`config.mk`:
```
export PLATFORM = sky130hd
export DESIGN_NAME = seven_seg_scan_driver
export DESIGN_NICKNAME = d
export VERILOG_FILES = /design/src/rtl/seg7_pkg.sv /design/src/rtl/seg7_decode.sv /design/src/rtl/seven_seg_scan_driver.sv
export SDC_FILE = /design/constraint.sdc
export NUM_CORES = 1
export LEC_CHECK = 0
export CORE_MARGIN = 2
export CORE_UTILIZATION = 40
export DETAILED_ROUTE_END_ITERATION = 6
export GPL_TIMING_DRIVEN = 0
export HOLD_SLACK_MARGIN = 0.06
export PLACE_DENSITY_LB_ADDON = 0.15
export RECOVER_POWER = 100
export SLEW_MARGIN = 10
export SYNTH_ARGS = -nofsm -noshare
export SYNTH_HDL_FRONTEND = slang
export SYNTH_SLANG_ARGS = --single-unit
```
`constraint.sdc`:
```
create_clock -name clk -period 5.5 [get_ports clk]
set_clock_uncertainty 0.2 [all_clocks]
set_input_delay 0.55 -clock clk [delete_from_list [all_inputs] [get_ports clk]]
set_output_delay 0.55 -clock clk [all_outputs]
set_load 0.02 [all_outputs]
```
`src/rtl/seg7_pkg.sv`:
```
// Shared seven-segment constants, digit type and the hex/BCD glyph encoder.
package seg7_pkg;

  typedef logic [3:0] digit_t;

  localparam logic [6:0] SEG_0     = 7'h3F;
  localparam logic [6:0] SEG_1     = 7'h06;
  localparam logic [6:0] SEG_2     = 7'h5B;
  localparam logic [6:0] SEG_3     = 7'h4F;
  localparam logic [6:0] SEG_4     = 7'h66;
  localparam logic [6:0] SEG_5     = 7'h6D;
  localparam logic [6:0] SEG_6     = 7'h7D;
  localparam logic [6:0] SEG_7     = 7'h07;
  localparam logic [6:0] SEG_8     = 7'h7F;
  localparam logic [6:0] SEG_9     = 7'h6F;
  localparam logic [6:0] SEG_A     = 7'h77;
  localparam logic [6:0] SEG_B     = 7'h7C;
  localparam logic [6:0] SEG_C     = 7'h39;
  localparam logic [6:0] SEG_D     = 7'h5E;
  localparam logic [6:0] SEG_E     = 7'h79;
  localparam logic [6:0] SEG_F     = 7'h71;
  localparam logic [6:0] SEG_DASH  = 7'h40;
  localparam logic [6:0] SEG_BLANK = 7'h00;

  // {g,f,e,d,c,b,a}, active-high; non-decimal codes collapse to a dash unless hex_mode
  function automatic logic [6:0] seg7_encode(input digit_t digit, input logic hex_mode);
    logic [6:0] seg;
    unique case (digit)
      4'h0: seg = SEG_0;
      4'h1: seg = SEG_1;
      4'h2: seg = SEG_2;
      4'h3: seg = SEG_3;
      4'h4: seg = SEG_4;
      4'h5: seg = SEG_5;
      4'h6: seg = SEG_6;
      4'h7: seg = SEG_7;
      4'h8: seg = SEG_8;
      4'h9: seg = SEG_9;
      4'hA: seg = hex_mode ? SEG_A : SEG_DASH;
      4'hB: seg = hex_mode ? SEG_B : SEG_DASH;
      4'hC: seg = hex_mode ? SEG_C : SEG_DASH;
      4'hD: seg = hex_mode ? SEG_D : SEG_DASH;
      4'hE: seg = hex_mode ? SEG_E : SEG_DASH;
      default: seg = hex_mode ? SEG_F : SEG_DASH;
    endcase
    return seg;
  endfunction

endpackage

```
`src/rtl/seg7_decode.sv`:
```
// Combinational single-digit seven-segment decoder.
module seg7_decode
  import seg7_pkg::*;
(
  input  digit_t     i_digit,
  input  logic       i_hex_mode,
  output logic [6:0] o_seg
);

  assign o_seg = seg7_encode(i_digit, i_hex_mode);

endmodule

```
`src/rtl/seven_seg_scan_driver.sv`:
```
// Time-multiplexed common-cathode display driver: latches packed digits on load and
// scans one digit per REFRESH_DIV cycles with registered one-hot enable and segments.
module seven_seg_scan_driver
  import seg7_pkg::*;
#(
  parameter int unsigned NUM_DIGITS  = 4,
  parameter int unsigned REFRESH_DIV = 50000
) (
  input  logic                    clk,
  input  logic                    rst,
  input  logic                    load,
  input  logic [4*NUM_DIGITS-1:0] bcd_in,
  input  logic                    hex_mode,
  input  logic                    blank_lz,
  output logic [6:0]              segment7,
  output logic [NUM_DIGITS-1:0]   digit_en,
  output logic                    frame_done
);

  localparam int unsigned PW = (REFRESH_DIV > 1) ? $clog2(REFRESH_DIV) : 1;
  localparam int unsigned IW = (NUM_DIGITS > 1) ? $clog2(NUM_DIGITS) : 1;

  logic [PW-1:0]           r_presc;
  logic [IW-1:0]           r_idx;
  logic [4*NUM_DIGITS-1:0] r_disp;
  logic [6:0]              r_seg;
  logic [NUM_DIGITS-1:0]   r_en;
  logic                    r_frame;

  logic                  w_tc;
  logic                  w_last;
  logic [PW-1:0]         w_presc_d;
  logic [IW-1:0]         w_idx_d;
  logic [NUM_DIGITS-1:0] w_zero_from;
  digit_t                w_digit;
  logic                  w_blank;
  logic [6:0]            w_seg;
  logic                  w_run;

  assign w_tc      = (r_presc == PW'(REFRESH_DIV - 1));
  assign w_last    = (r_idx == IW'(NUM_DIGITS - 1));
  assign w_presc_d = w_tc ? '0 : r_presc + 1'b1;
  assign w_idx_d   = !w_tc ? r_idx : (w_last ? '0 : r_idx + 1'b1);

  // Outputs follow the next index so the enable moves on the edge that ends tc
  always_comb begin
    w_zero_from = '0;
    w_digit     = '0;
    w_blank     = 1'b0;
    w_run       = 1'b1;
    for (int k = NUM_DIGITS - 1; k >= 0; k--) begin
      w_run          = w_run & (r_disp[4*k +: 4] == 4'h0);
      w_zero_from[k] = w_run;
    end
    for (int k = 0; k < NUM_DIGITS; k++) begin
      if (w_idx_d == IW'(k)) begin
        w_digit = r_disp[4*k +: 4];
        w_blank = blank_lz && (k != 0) && w_zero_from[k];
      end
    end
  end

  seg7_decode u_decode (
    .i_digit    (w_digit),
    .i_hex_mode (hex_mode),
    .o_seg      (w_seg)
  );

  always_ff @(posedge clk) begin
    if (rst) begin
      r_presc <= '0;
      r_idx   <= '0;
      r_disp  <= '0;
      r_seg   <= SEG_BLANK;
      r_en    <= '0;
      r_frame <= 1'b0;
    end else begin
      r_presc <= w_presc_d;
      r_idx   <= w_idx_d;
      if (load) begin
        r_disp <= bcd_in;
      end
      r_seg   <= w_blank ? SEG_BLANK : w_seg;
      r_en    <= NUM_DIGITS'(1) << w_idx_d;
      r_frame <= w_tc && w_last;
    end
  end

  assign segment7   = r_seg;
  assign digit_en   = r_en;
  assign frame_done = r_frame;

endmodule

```
Fig. 1: run 1, wiring heat map
Bar = 20 um. 15 x 15 tiles, from dark blue (low) to red (high), scaled to the fullest tile. Values are wire area over tile area, all layers added.
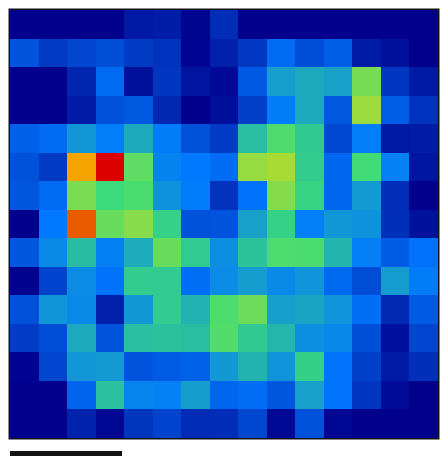
The fullest tile reaches 0.49. 15% of the tiles are nearly empty. The mean over all tiles is 0.11. The emptiest ninth of the die: north-west. 9.3% of the tiles are over half the peak.
Vias: 1641
routed length per placed instance: 12.88 um
GRT Util Overall: 0.1560
total length of routed wires: 4.198 mm

Fig. 2: run 1, congestion heat map
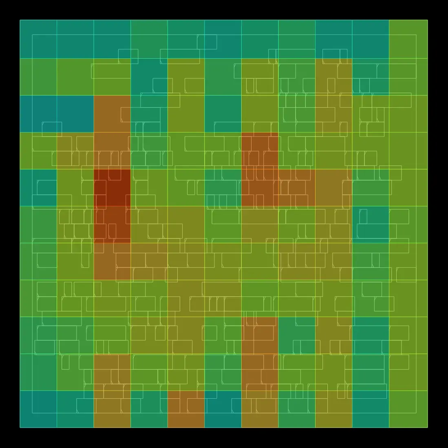
met3 Use GR: 0.03791
Top Usage Layer GRT: met2
met1 Resource Use GR: 0.2081

Fig. 3: run 1, sequential cells grouped by signal name
Bar = 20 um. Other sequential cells in the stronger gray, the rest of the logic in the fainter gray.
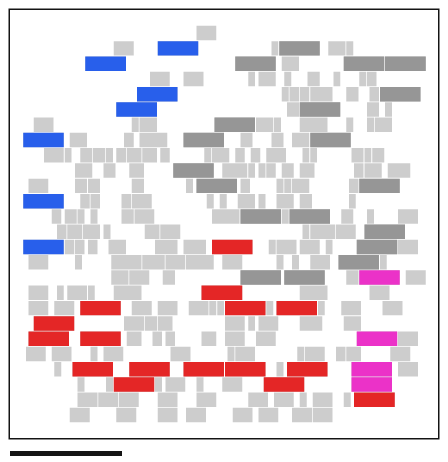
digit_en: shown in magenta, flops 4, where south-east. segment7: shown in blue, flops 7. r_disp: shown in red, flops 16.
final core utilization: 0.5012
Seq. pwr: 355 uW
flop share of the area: 0.3620

==> impl_metrics.csv, run 1 <==
group,metric,value,unit
floorplanning,die_area,5805,sq um
route,dr.pass1.iters,4,
min_path,min_path_type,"reg -> reg",
layout,fin_area,2544,sq um
layout,antenna_cells,0,
yosys,ys_warn_count,0,
place,port_buffers,31,
layout,nClkBuffers,5,
clock_network,clkLatencyLatePin,0.31,ns
timing,whs,0.2554,ns
global_route,grt_overflow_total,0,
yosys,synthMostInstantiatedCell,"dfxtp_1",
power,p_leak,1.064,nW
min_path,hold_end,"r_presc[0]",
timing,fmax,232.8,MHz
global_route,grtUsageMet2,0.2393,
layout,signal_buffers,40,
critical_path,path_cells,"or4b_2 > nor4_1 > mux2i_1 > mux2i_1 > mux2i_1 > mux2i_1 > a222oi_1 > nor2_1",
route,m1WireLength,2.144,mm
layout,clk_share,0.03689,
yosys,synthArstFlopShare,0,
power,p_comb,83.6,uW
layout,num-multi-input-gates,161,
route,routed-wl-met3,164,um
floorplanning,std_cell_rows,26,
layout,nets,278,
run_status,outcome,"complete, no violations",
layout,layout_top_cell,"dfxtp_1",
Fig. 4: run 1, placed cells, one color a class
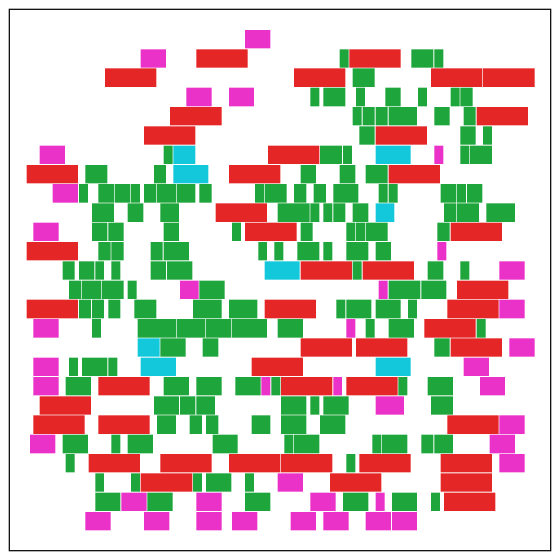

==> run 1 -> run 2 <==
clock period = 3.95 ns   (was 5.5 ns; I/O delays follow)
Fig. 5: run 2, placed cells, one color a class
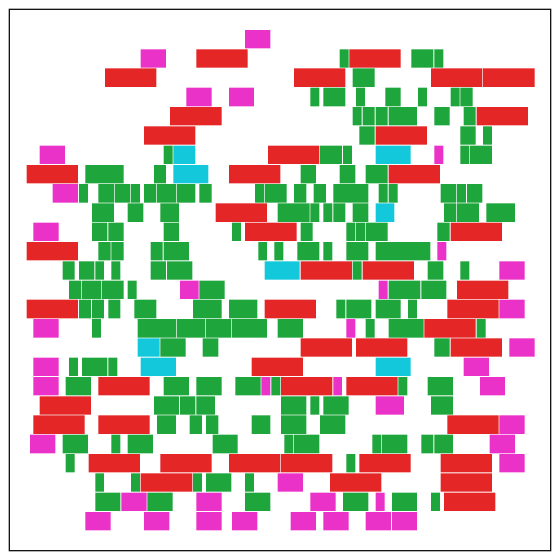
remaining buffers and delay cells: shown in magenta, cells 40, share of their area 14%. clock drivers and dummy loads: shown in cyan, cells 8, share of their area 3.8%. registers: shown in red, cells 46, share of their area 37%. remaining logic cells: shown in green, cells 162, share of their area 45%.
FP Rows: 26
fin area: 2572 sq um

==> run 2 against run 1 <==
  * Wire length decreased by 0.95%
  * Sequential share of layout area decreased by 0.41 points
  * Via count increased by 0.67%
  * Area after synthesis unchanged
  * Clock-buffer cell count unchanged
  * Largest cell class unchanged
==> impl_metrics.csv, run 2 <==
group,metric,value,unit
run_status,outcome,"complete, no violations",
yosys,synthMostInstantiatedCell,"dfxtp_1",
power,p_leak,1.085,nW
route,dr.pass1.iters,4,
global_route,grtUsageMet3,0.03791,
layout,nets,278,
power,p_seq,494,uW
min_path,min_path_type,"reg -> reg",
global_route,grt.busiest_layer,"met2",
timing,fmax,269.0,MHz
power,top_power_group,"sequential cells",
layout,nClkBuffers,5,
global_route,grt_usage,0.1560,
layout,signal_buffers,40,
power,p_comb,118,uW
layout,final_util,0.5069,
global_route,met1_usage,0.2081,
layout,clk_share,0.03648,
floorplanning,die_area,5805,sq um
layout,sh_seq_area,0.3580,
yosys,synthArstFlopShare,0,
global_route,grtUsageMet2,0.2393,
yosys,ys_warn_count,0,
place,port_buffers,31,
layout,num-multi-input-gates,161,
global_route,grt_overflow_total,0,
clock_network,clkLatencyLatePin,0.31,ns
route,routed-wl-met3,174,um
yosys,syn_area_per_cell,9.606,sq um
timing,whs,0.2552,ns
critical_path,timing.reg2reg.worst_path_depth,8,
Fig. 6: run 2, routed metal, one color a layer
Bar = 20 um.
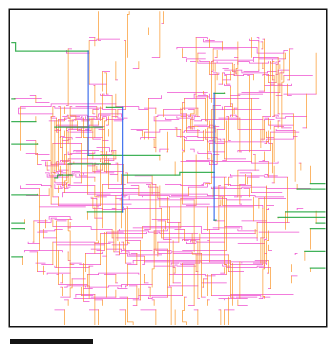
M3: shown in green, wire length 174 um. M1: shown in magenta, wire length 2100 um. M2: shown in orange, wire length 1800 um. M4: shown in blue, wire length 80.9 um.
routed length per placed instance: 12.75 um
Vias: 1652
total length of routed wires: 4.158 mm

Power is estimated from default activity; no workload was simulated.
